run_1/m1.png
Scale: 3 px per um. Supply wires on this layer in gray.
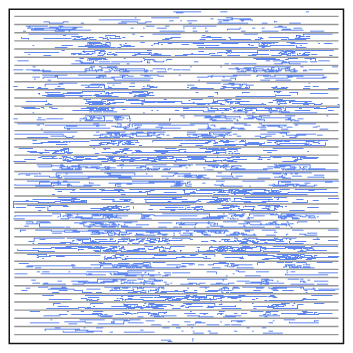
run_1/m2.png
Scale: 2 px per um.
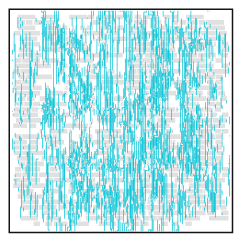
run_1/m3.png
Scale: 3 px per um.
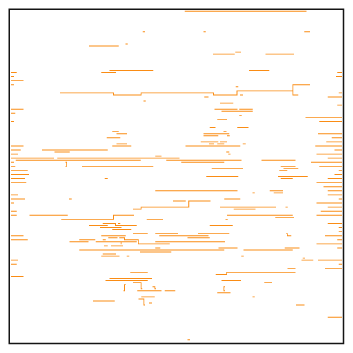
run_1/m4.png
Scale: 3 px per um. Supply wires on this layer in gray.
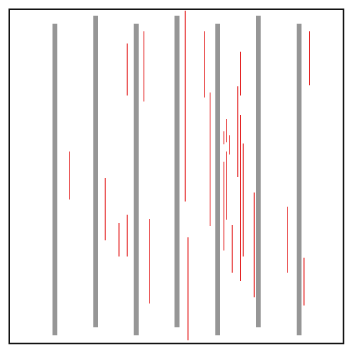
==> config.mk <==
export PLATFORM = sky130hd
export DESIGN_NAME = cnn_conv_act
export DESIGN_NICKNAME = d
export VERILOG_FILES = /design/src/rtl/cnn_conv_act.sv
export SDC_FILE = /design/constraint.sdc
export NUM_CORES = 1
export LEC_CHECK = 0
export CAP_MARGIN = 25
export CORE_UTILIZATION = 55
export CTS_CLUSTER_DIAMETER = 120
export DETAILED_ROUTE_END_ITERATION = 7
export GPL_TIMING_DRIVEN = 0
export PLACE_DENSITY = 0.83
export SLEW_MARGIN = 10
export SYNTH_ARGS = -nofsm -noshare
export SYNTH_HDL_FRONTEND = slang
export SYNTH_SLANG_ARGS = --single-unit
==> constraint.sdc <==
create_clock -name clk -period 8.3 [get_ports clk]
set_input_delay 1.245 -clock clk [delete_from_list [all_inputs] [get_ports clk]]
set_output_delay 1.245 -clock clk [all_outputs]
set_load 0.05 [all_outputs]
==> flow_summary_export.csv, run 1 <==
group,metric,value,unit
final_timing,setup_viol,0,
placement,place_ws,4340,ps
die,row_count,39,
placement,gp_congestion,0.917,
pwr,power-top-group,"combinational cells",
placement,dp_hpwl,13200,um
yosys,top_cell_area_share,51.8,%
drt,wl_per_cell,19.4,um
die,dieHeight,111,um
cells_and_area,combGateArea,0.00296,sq mm
min_path,min_path_type,"flop to flop",
die,initCoreUtil,56.9,%
yosys,mux_area_share,12.3,%
clock_tree,cts_sinks,135,
worst_setup_path,cp-end-kind,"output pin",
worst_setup_path,critPathMaxStageDelay,830,ps
pwr,pwr-share-comb,36.8,%
drt,first_pass_iters,5,
die,die-width,111,um
drt,route.detailed.drc,0,
final_timing,worst_slack,4330,ps
outcome,status,"finished clean",
final_timing,finalCritPeriodShare,47.8,%
die,coreArea,0.0115,sq mm
final_timing,skew,6.15,ps
yosys,top_cell,"dfrtp_1",
clock_tree,clock.latency.late_pin,430,ps
yosys,simple_gate_share,15.0,%
clock_tree,h-tree-depth,4,
clock_tree,cts_buffers,17,
yosys,ys_async_sr_fraction,100,%
clock_tree,cts_tree,"done",
final_timing,min_period,3970,ps
cells_and_area,final_cell_area,0.00869,sq mm
yosys,ys_area,0.00653,sq mm
yosys,syn_area_per_cell,10.3,sq um
worst_setup_path,crit_fanout,3,
cells_and_area,nets,863,
yosys,synthTopCellsByArea,"dfrtp_1, mux2_2, nor2_1",
yosys,aoi_share,16.9,%
cells_and_area,layout-drive-gt1-share,13.8,%
placement,placed_cells,914,
yosys,common_cells,"dfrtp_1, nor2_1, mux2_2",
worst_setup_path,path_cells,"clkdlybuf4s50_1 > nand3b_1 > clkdlybuf4s50_1",
pwr,p_int,1590,uW
yosys,netlist_area,0.00653,sq mm
grt,grt_use_total,31.4,%
clock_tree,cts-hold-fix-buffers,0,
cells_and_area,fill_cells,769,
job,max-cap-violations,0,
grt,grt_pass1_vias,5957,
yosys,ys_sh_xor,0.556,%
die,io_pins,139,
pwr,cellLeakagePower,0.00353,uW
clock_tree,cts_setup_buffers,0,
worst_setup_path,r2r_setup_slack,4730,ps
placement,place_area,0.00812,sq mm
pwr,swShare,38.7,%
clock_tree,cts_resized,0,
cells_and_area,diodes,0,
final_timing,finalHoldViolations,0,
grt,grt_max_degree,75,
final_timing,worst_pin_slew,793,ps
pwr,powerDensity,300,mW/mm^2
final_timing,holdWs,489,ps
yosys,yosysCellCount,632,
worst_setup_path,worst_path_most_repeated_cell,"clkdlybuf4s50_1",
Notes on m1.png above:
The layer carries 7480 um of wire. The layer holds 41% of the routed length. The longest straight run is 41.4 um. 781 nets have wire on it. The wires run mostly horizontal.
via count: 5837
GR Util met1: 41.1%
total wire length: 18300 um

Notes on m2.png above:
768 nets have wire on it. The longest straight run is 76.2 um. The layer holds 49% of the routed length.
GRT met2 Usage: 49.3%

Notes on m3.png above:
The longest straight run is 48.1 um. The layer carries 1340 um of wire. The layer holds 7.3% of the routed length.
met3 Use GR: 7.00%

Notes on m4.png above:
The wires run mostly vertical. The layer holds 3.3% of the routed length. 20 nets have wire on it.

-- run 1: layout by cell type (no fill, tap or decap), types with 17 or more instances in the layout --
cell and instances:
clkbuf_16 17, a21oi_1 45, dfrtp_1 135, nor2_1 76
clkbuf_1 40, nand2_1 58, o21ai_0 29, clkdlybuf4s50_1 137
a221oi_1 27, mux2_2 69
-- run 1: layout make-up --
class,count,area share [%]
inverter,7,0.302
clock inverter,7,0.778
buffer,42,1.90
tap,143,2.06
multi-input combinational,448,34.0
clock buffer,25,5.82
sequential,135,38.9
timing repair buffer,139,16.2
-- run 1: routing by layer --
metal	routed length (um)	GRT usage, %	share of wire (%)	vias up
met5	0	0	0	-
met4	603	15.7	3.3	0
met3	1340	7.00	7.3	53
met2	8900	49.3	49	306
met1	7480	41.1	41	2855
li1	-	-	-	2623
==> run 1 -> run 2 <==
CORE_UTILIZATION = 46   (was 55)
PLACE_DENSITY = 0.74   (was 0.83)
clock period = 3.31 ns   (was 8.3 ns; I/O delays follow)
run_2/m2.png
Scale: 2 px per um.
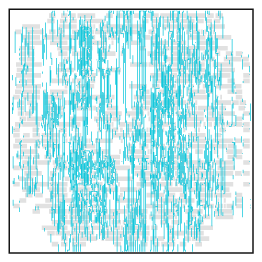
747 nets have wire on it. The layer carries 9100 um of wire. The layer holds 49% of the routed length. The longest straight run is 53.4 um.
via count: 5687
GRT met2 Usage: 43.6%
total wire length: 18500 um

==> run 2 against run 1 <==
Against the previous run:
- total power grew 150%
- combinational power increased to 2.5 times the previous value
- clock-buffer cell count is 2 lower
- die area rose by 19%
- setup slack worse by 4200 ps
- sequential share of layout area is 0.19 points lower
- utilization shrank 13 points
- first-iteration DRC count fell by 19%
- final cell count grew 3.4%
- global-route usage is 5.0 points lower
- critical path type is now flop to flop
- critical endpoint is now zero_cnt[2]
- largest power group unchanged
==> flow_summary_export.csv, run 2 <==
group,metric,value,unit
cells_and_area,buffer_area_share,18.1,%
final_timing,worst_slack,175,ps
die,initCoreUtil,47.0,%
yosys,fp_nets,705,
outcome,status,"finished clean",
grt,busiest_layer,"met2",
cells_and_area,regArea,0.00338,sq mm
grt,grt_use_met3,4.14,%
grt,grt_max_degree,80,
yosys,ys_sh_xor,0.556,%
final_timing,min_period,3130,ps
clock_tree,cts_buffers,17,
placement,place_ws,-189,ps
die,row_count,43,
drt,route.detailed.drc,0,
yosys,top_cell,"dfrtp_1",
worst_setup_path,critPathMaxStageDelay,410,ps
clock_tree,cts_resized,4,
yosys,common_cells,"dfrtp_1, nor2_1, mux2_2",
grt,grt_antenna_before_repair,0,
cells_and_area,sh_comb_area,34.2,%
clock_tree,cts_sinks,135,
yosys,edf_count,0,
final_timing,worst_pin_slew,821,ps
die,dieHeight,121,um
drt,wl_per_cell,18.9,um
final_timing,finalHoldViolations,0,
worst_setup_path,cp-end-kind,"flop",
yosys,syn_area_per_cell,10.3,sq um
clock_tree,cts-hold-fix-buffers,0,
cells_and_area,buffers_excl_clock,181,
final_timing,finalCritPeriodShare,94.7,%
grt,grt_use_total,26.4,%
cells_and_area,layout.cells.most_common_list,"clkdlybuf4s50_1, dfrtp_1, nor2_1, mux2_2, nand2_1",
die,io_pins,139,
cells_and_area,final_layout_top_logic_cell,"clkdlybuf4s50_1",
clock_tree,cts_setup_buffers,0,
cells_and_area,diodes,0,
yosys,top_cell_area_share,51.8,%
cells_and_area,largest_class,"sequential cells",
yosys,netlist_area,0.00653,sq mm
grt,grt_use_met1,34.2,%
placement,placed_cells,951,
worst_setup_path,crit_fanout,4,
yosys,ys_types,56,
job,max-cap-violations,0,
worst_setup_path,r2r_setup_slack,180,ps
placement,gp_congestion,0.940,
grt,grt_pass1_vias,5640,
drt,first_pass_iters,5,
yosys,yosysCellCount,632,
clock_tree,h-tree-depth,4,
min_path,min_path_type,"input pin to async pin",
final_timing,skew,12.4,ps
cells_and_area,combGateArea,0.00298,sq mm
cells_and_area,inv_count,7,
die,n_tap_cell,180,
final_timing,setup_viol,0,
worst_setup_path,worst_path_most_repeated_cell,"ha_1",
yosys,synthTopCellsByArea,"dfrtp_1, mux2_2, nor2_1",
yosys,mux_area_share,12.3,%
clock_tree,cts_tree,"done",
cells_and_area,layout-drive-gt1-share,14.5,%
yosys,ys_async_sr_fraction,100,%
cells_and_area,comb_cells,448,
die,die-width,121,um
yosys,ys_area,0.00653,sq mm
cells_and_area,ff_count,135,
pwr,powerDensity,741,mW/mm^2
cells_and_area,clk_share,6.13,%
yosys,simple_gate_share,15.0,%
clock_tree,clock.latency.late_pin,430,ps
run_2/placed.png
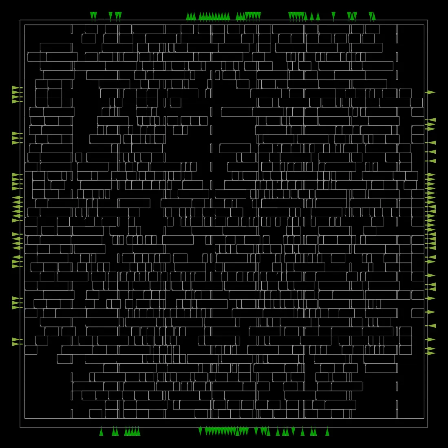
CORE AREA: 0.0139 sq mm
flop share of the area: 38.7%

run 2: cell counts after synthesis:
Identical to the previous run, type by type.
run 2: where the power goes:
part	switching, uW	internal (uW)
logic	1520	883
clock network	667	1090
registers	322	1990
total	2500	3960
run 2: per-stage QoR:
step | instance area, sq um | hold slack, ps | total power (uW) | TNS, ps | util (%)
after global routing | 8730 | 179 | 6740 | 0 | 62.9
after global placement | 8130 | 467 | 4650 | -446980 | 58.6
final | 8730 | 102 | 6470 | 0 | 62.9
after CTS | 8700 | 131 | 6470 | 0 | 62.7
after floorplan | 6530 | 201 | 3810 | 0 | -
after detailed placement | 8160 | 470 | 4700 | -373 | 58.8
run 2: layer usage:
layer | vias to the layer above | wire length [um]
li1 | 2620 | -
met2 | 243 | 9100
met3 | 33 | 936
met5 | - | 0
met1 | 2791 | 8030
met4 | 0 | 413
Power and IR drop assume default switching activity.
